$ cat src/rtl/const_enc_ctrl.sv
// Constellation-encoder sequencer: loads the bit-loading table into the encoder,
// then streams FIFO bytes one DMT symbol at a time and tracks symbol completion.
module const_enc_ctrl #(
  parameter int NUM_BINS  = 256,
  parameter int ADDR_W    = 8,
  parameter int SYM_CNT_W = 16
) (
  input  logic                 clk,
  input  logic                 reset,
  input  logic                 start_i,
  input  logic                 stop_i,
  output logic [ADDR_W-1:0]    tbl_addr_o,
  input  logic [3:0]           tbl_data_i,
  output logic                 enc_we_conf_o,
  output logic [ADDR_W-1:0]    enc_addr_o,
  output logic [3:0]           enc_conf_data_o,
  input  logic                 enc_input_ready_i,
  output logic                 enc_we_data_o,
  output logic [7:0]           enc_data_o,
  input  logic                 fifo_empty_i,
  input  logic [7:0]           fifo_data_i,
  output logic                 fifo_rd_o,
  input  logic                 xy_ready_i,
  input  logic [ADDR_W-1:0]    bin_num_i,
  output logic                 busy_o,
  output logic                 cfg_done_o,
  output logic                 cfg_err_o,
  output logic                 sym_done_o,
  output logic [SYM_CNT_W-1:0] sym_cnt_o,
  output logic                 underrun_o,
  output logic [8:0]           bytes_per_sym_o
);

  localparam logic [1:0] IDLE  = 2'd0;
  localparam logic [1:0] CFG   = 2'd1;
  localparam logic [1:0] FEED  = 2'd2;
  localparam logic [1:0] DRAIN = 2'd3;

  localparam logic [ADDR_W-1:0] LAST_ADDR = ADDR_W'(NUM_BINS - 1);

  logic [1:0]        state;
  logic              rd_active;
  logic              stop_latched;
  logic [11:0]       total_bits;
  logic [ADDR_W-1:0] last_bin;
  logic [8:0]        bytes_left;
  logic [12:0]       total_sum;
  logic              byte_fire;
  logic              xy_hit;
  logic              stop_now;

  assign byte_fire     = (state == FEED) & enc_input_ready_i & ~fifo_empty_i;
  assign fifo_rd_o     = byte_fire;
  assign enc_we_data_o = byte_fire;
  assign enc_data_o    = fifo_data_i;
  assign busy_o        = (state != IDLE);

  // Table RAM has a registered read, so its data lines up with the delayed write strobe.
  assign enc_conf_data_o = enc_we_conf_o ? tbl_data_i : 4'd0;

  // Running total including the entry being written now, pre-biased for the ceil divide.
  assign total_sum = {1'b0, total_bits} + 13'(tbl_data_i) + 13'd7;
  assign xy_hit    = (state == DRAIN) & xy_ready_i & (bin_num_i == last_bin) & ~sym_done_o;
  assign stop_now  = stop_latched | stop_i;

  always_ff @(posedge clk or posedge reset) begin
    if (reset) begin
      state           <= IDLE;
      rd_active       <= 1'b0;
      stop_latched    <= 1'b0;
      total_bits      <= '0;
      last_bin        <= '0;
      bytes_left      <= '0;
      tbl_addr_o      <= '0;
      enc_we_conf_o   <= 1'b0;
      enc_addr_o      <= '0;
      cfg_done_o      <= 1'b0;
      cfg_err_o       <= 1'b0;
      sym_done_o      <= 1'b0;
      sym_cnt_o       <= '0;
      underrun_o      <= 1'b0;
      bytes_per_sym_o <= '0;
    end else begin
      cfg_done_o    <= 1'b0;
      sym_done_o    <= 1'b0;
      enc_we_conf_o <= 1'b0;
      if (state != IDLE && stop_i) stop_latched <= 1'b1;

      case (state)
        IDLE: begin
          if (start_i) begin
            state        <= CFG;
            rd_active    <= 1'b1;
            tbl_addr_o   <= '0;
            cfg_err_o    <= 1'b0;
            underrun_o   <= 1'b0;
            sym_cnt_o    <= '0;
            total_bits   <= '0;
            last_bin     <= '0;
            stop_latched <= 1'b0;
          end
        end

        CFG: begin
          enc_we_conf_o <= rd_active;
          enc_addr_o    <= tbl_addr_o;
          if (rd_active) begin
            if (tbl_addr_o == LAST_ADDR) rd_active <= 1'b0;
            else tbl_addr_o <= tbl_addr_o + 1'b1;
          end
          if (enc_we_conf_o) begin
            total_bits <= total_bits + 12'(tbl_data_i);
            if (tbl_data_i != 4'd0) last_bin <= enc_addr_o;
            if (enc_addr_o == LAST_ADDR) begin
              cfg_done_o      <= 1'b1;
              bytes_per_sym_o <= total_sum[11:3];
            end
          end
          if (cfg_done_o) begin
            bytes_left <= bytes_per_sym_o;
            if (total_bits == 12'd0) begin
              cfg_err_o <= 1'b1;
              state     <= IDLE;
            end else if (stop_now) begin
              state <= IDLE;
            end else begin
              state <= FEED;
            end
          end
        end

        FEED: begin
          if (enc_input_ready_i) begin
            if (fifo_empty_i) begin
              underrun_o <= 1'b1;
            end else begin
              bytes_left <= bytes_left - 9'd1;
              if (bytes_left == 9'd1) state <= DRAIN;
            end
          end
        end

        DRAIN: begin
          if (xy_hit) begin
            sym_done_o <= 1'b1;
            sym_cnt_o  <= sym_cnt_o + 1'b1;
          end
          // Symbol boundary: the cycle carrying sym_done decides between next symbol and stop.
          if (sym_done_o) begin
            bytes_left <= bytes_per_sym_o;
            state      <= stop_now ? IDLE : FEED;
          end
        end

        default: state <= IDLE;
      endcase
    end
  end

endmodule
$ cat config.mk
export PLATFORM = sky130hd
export DESIGN_NAME = const_enc_ctrl
export DESIGN_NICKNAME = d
export VERILOG_FILES = /design/src/rtl/const_enc_ctrl.sv
export SDC_FILE = /design/constraint.sdc
export NUM_CORES = 1
export LEC_CHECK = 0
export CAP_MARGIN = 40
export CELL_PAD_IN_SITES_DETAIL_PLACEMENT = 1
export CELL_PAD_IN_SITES_GLOBAL_PLACEMENT = 2
export CORE_MARGIN = 2
export CORE_UTILIZATION = 31
export CTS_CLUSTER_DIAMETER = 60
export DETAILED_ROUTE_END_ITERATION = 16
export PLACE_DENSITY_LB_ADDON = 0.1
export SYNTH_ARGS = -nofsm -noshare
export SYNTH_HDL_FRONTEND = slang
export SYNTH_SLANG_ARGS = --single-unit
$ cat constraint.sdc
create_clock -name clk -period 3.68 [get_ports clk]
set_clock_uncertainty 0.2 [all_clocks]
set_input_delay 0.736 -clock clk [delete_from_list [all_inputs] [get_ports clk]]
set_output_delay 0.736 -clock clk [all_outputs]
set_load 0.01 [all_outputs]
Figure 1. Sequential cells coloured by netlist name.
Scale: 4 px per µm. Other sequential cells in the stronger grey, the rest of the logic in the fainter grey.
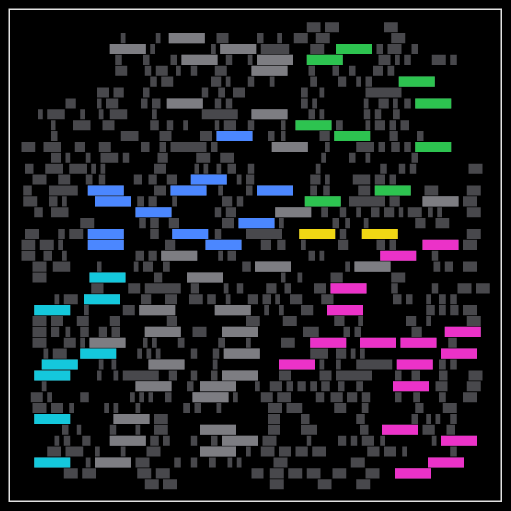
total_bits: shown in blue, flops 12. bytes_left: shown in green, flops 9. sym_cnt_o: shown in magenta, flops 16. state: shown in yellow, flops 2. tbl_addr_o: shown in cyan, flops 8.
Another 32 sequential cells are not coloured.

Figure 2. Routed clock nets over the placement.
Scale: 2 px per µm.
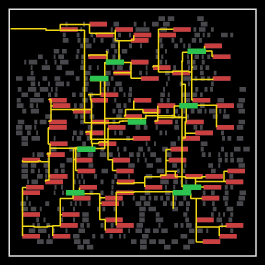
clock-net drivers: shown in green, count 9. clock wires: shown in yellow, length 1200 µm. flip-flops: shown in red, count 79.
Position of the flops: all over the die.

Figure 3. Routing congestion.
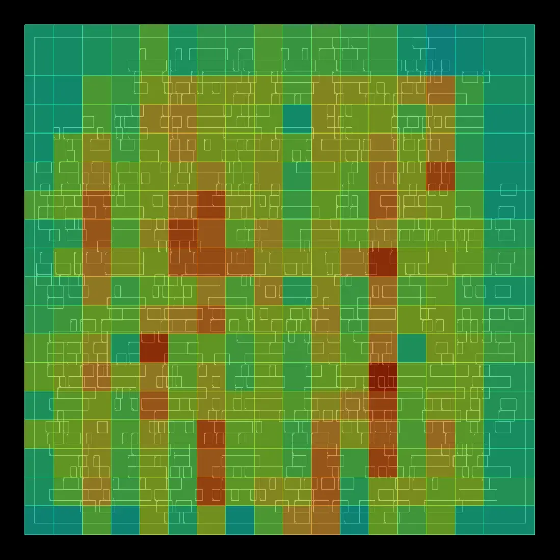
gr usage total: 16.94%
M3 GR Usage: 2.695%
utilization after layout: 39.67%
busiest grt layer: met2
GR Layer Usage met2: 27.95%

==> how the worst max path moves through the flow <==
stage | to | depth (start not counted) | start
after global routing | bytes_per_sym_o[7] | 10 | tbl_data_i[2]
final | bytes_per_sym_o[3] | 10 | tbl_data_i[2]
after floorplan | bytes_left[0] | 1 | reset
after global placement | bytes_per_sym_o[3] | 10 | tbl_data_i[2]
after detailed placement | bytes_per_sym_o[3] | 10 | tbl_data_i[2]
after CTS | bytes_per_sym_o[3] | 10 | tbl_data_i[2]
==> cell usage after synthesis (2+ instances only) <==
cell type	instances	area, µm²
dfrtp_1	79	1977
nand2_1	61	229.0
o21ai_0	51	255.2
a21oi_1	28	140.1
nor2_1	28	105.1
inv_1	27	101.4
nand3_1	25	125.1
clkbuf_1	21	78.83
xor2_1	17	148.9
xnor2_1	15	131.4
ha_1	14	175.2
or3_1	13	81.33
buf_4	9	67.56
nand4_1	9	56.30
nor4_1	9	56.30
and2_1	6	37.54
and3_1	5	31.28
nor3_1	5	25.02
o211ai_1	5	37.54
a31oi_1	4	25.02
and4_1	4	35.03
mux2i_1	4	40.04
nand2b_1	4	25.02
nor3b_1	4	30.03
o31ai_1	4	30.03
a22oi_1	3	22.52
a32o_1	3	30.03
a21o_1	2	15.01
a22o_1	2	17.52
nand4b_1	2	17.52
nor2b_1	2	12.51
o21ai_1	2	10.01
or4_1	2	15.01
==> metrics by stage <==
step | power (mW) | utilization, % | cells
after floorplan | 1.813 | - | 489
after global placement | 2.186 | 37.71 | 716
after detailed placement | 2.221 | 37.76 | 717
after CTS | 3.058 | 39.67 | 732
after global routing | 3.225 | 39.67 | 732
final | 3.011 | 39.67 | 732
==> worst max-delay path, delay by kind of cell <==
family          cells  cell delay [ps]
buf+inv             3              660
compound gates      3              840
fa+ha+maj           2              600
xor+xnor            1              170
simple gates        1              170
==> sequential cells by signal, indices dropped and copies added, names as in the netlist <==
signal	count
total_bits	12
cfg_done_o	1
sym_done_o	1
sym_cnt_o	16
tbl_addr_o	8
bytes_per_sym_o	9
stop_latched	1
rd_active	1
cfg_err_o	1
last_bin	8
state	2
enc_we_conf_o	1
underrun_o	1
bytes_left	9
enc_addr_o	8
==> kinds of logic (layout without fill, tap and decap cells) <==
logic type	Yosys count	after routing	share of synthesized area [%]
AND-OR/OR-AND	115	115	15.40
adder cells (fa/ha/maj)	15	15	4.474
XOR/XNOR	32	32	6.424
AND/OR/NAND/NOR	185	185	21.42
buffers and inverters	58	121	5.793
flip-flops	79	79	45.31
multiplexers	5	5	1.176
==> layer usage <==
| metal | vias up | track usage [%] | share of wire, % |
|---|---|---|---|
| li1 | 1825 | - | - |
| met1 | 1867 | 22.66 | 48 |
| met2 | 48 | 27.95 | 48 |
| met3 | 11 | 2.695 | 2.6 |
| met4 | 0 | 5.675 | 1.4 |
| met5 | - | 0 | 0 |
==> final cells by class <==
class | count | area, µm² | share of cell area [%]
multi-input combinational | 352 | 2133 | 38.89
sequential | 79 | 1977 | 36.04
timing repair buffer | 79 | 783.3 | 14.28
clock buffer | 9 | 225.2 | 4.106
tap | 180 | 225.2 | 4.106
inverter | 27 | 102.6 | 1.870
clock inverter | 6 | 38.79 | 0.7071
==> qor.txt <==
Crit path max fanout: 4
Post-place setup slack: 128.3 ps
Dpl cell area: 5221 µm²
Fin crit share: 86.14%
Worst path max stage delay: 540 ps
Routed vias/inst: 5.124
P_clk: 0.819 mW
Io pins: 88
Final Critical Period: 3170 ps
Initial antenna violation count: 0
Share of cells above drive strength 1: 5.254%
Die area: 15040 µm²
Nets at Floorplan: 531
Placed wire-length estimate: 8880 µm
Most frequent cells in the layout: 79 x dfrtp_1, 71 x clkdlybuf4s50_1, 61 x nand2_1
Max Freq: 315.5 MHz
Outcome: completed
Fin worst setup slack: 510.1 ps
Finished Cell Area: 5485 µm²
Drt pass-1 iters: 4
P per Cell Area: 548.9 nW/µm²
Core Region: 13830 µm²
Mapped cell area: 4363 µm²
Diode count: 0
Residual DRC count: 0
Slew @ Worst Pin: 728.0 ps
Hold endpoint: cfg_err_o
#FFs+latches synth: 79
RSZ-0062 raised after global routing: false
CP max stage cell: a221oi_1
Largest net degree at the start of global routing: 44
Worst setup EP type: flip-flop
Critical R2R Launch: state[0]
Post-synth top flop: dfrtp_1
Worst path cell trace: clkdlybuf4s50_1 -> inv_1 -> ha_1 -> inv_1 -> ha_1 -> nor3b_1 -> a221oi_1 -> o21ai_0 -> xnor2_1 -> o21ai_0
Total vias in the final route: 3751
Fin. max-slew vios: 0
Power figures rest on the tool's default switching activity, not on a simulated workload.
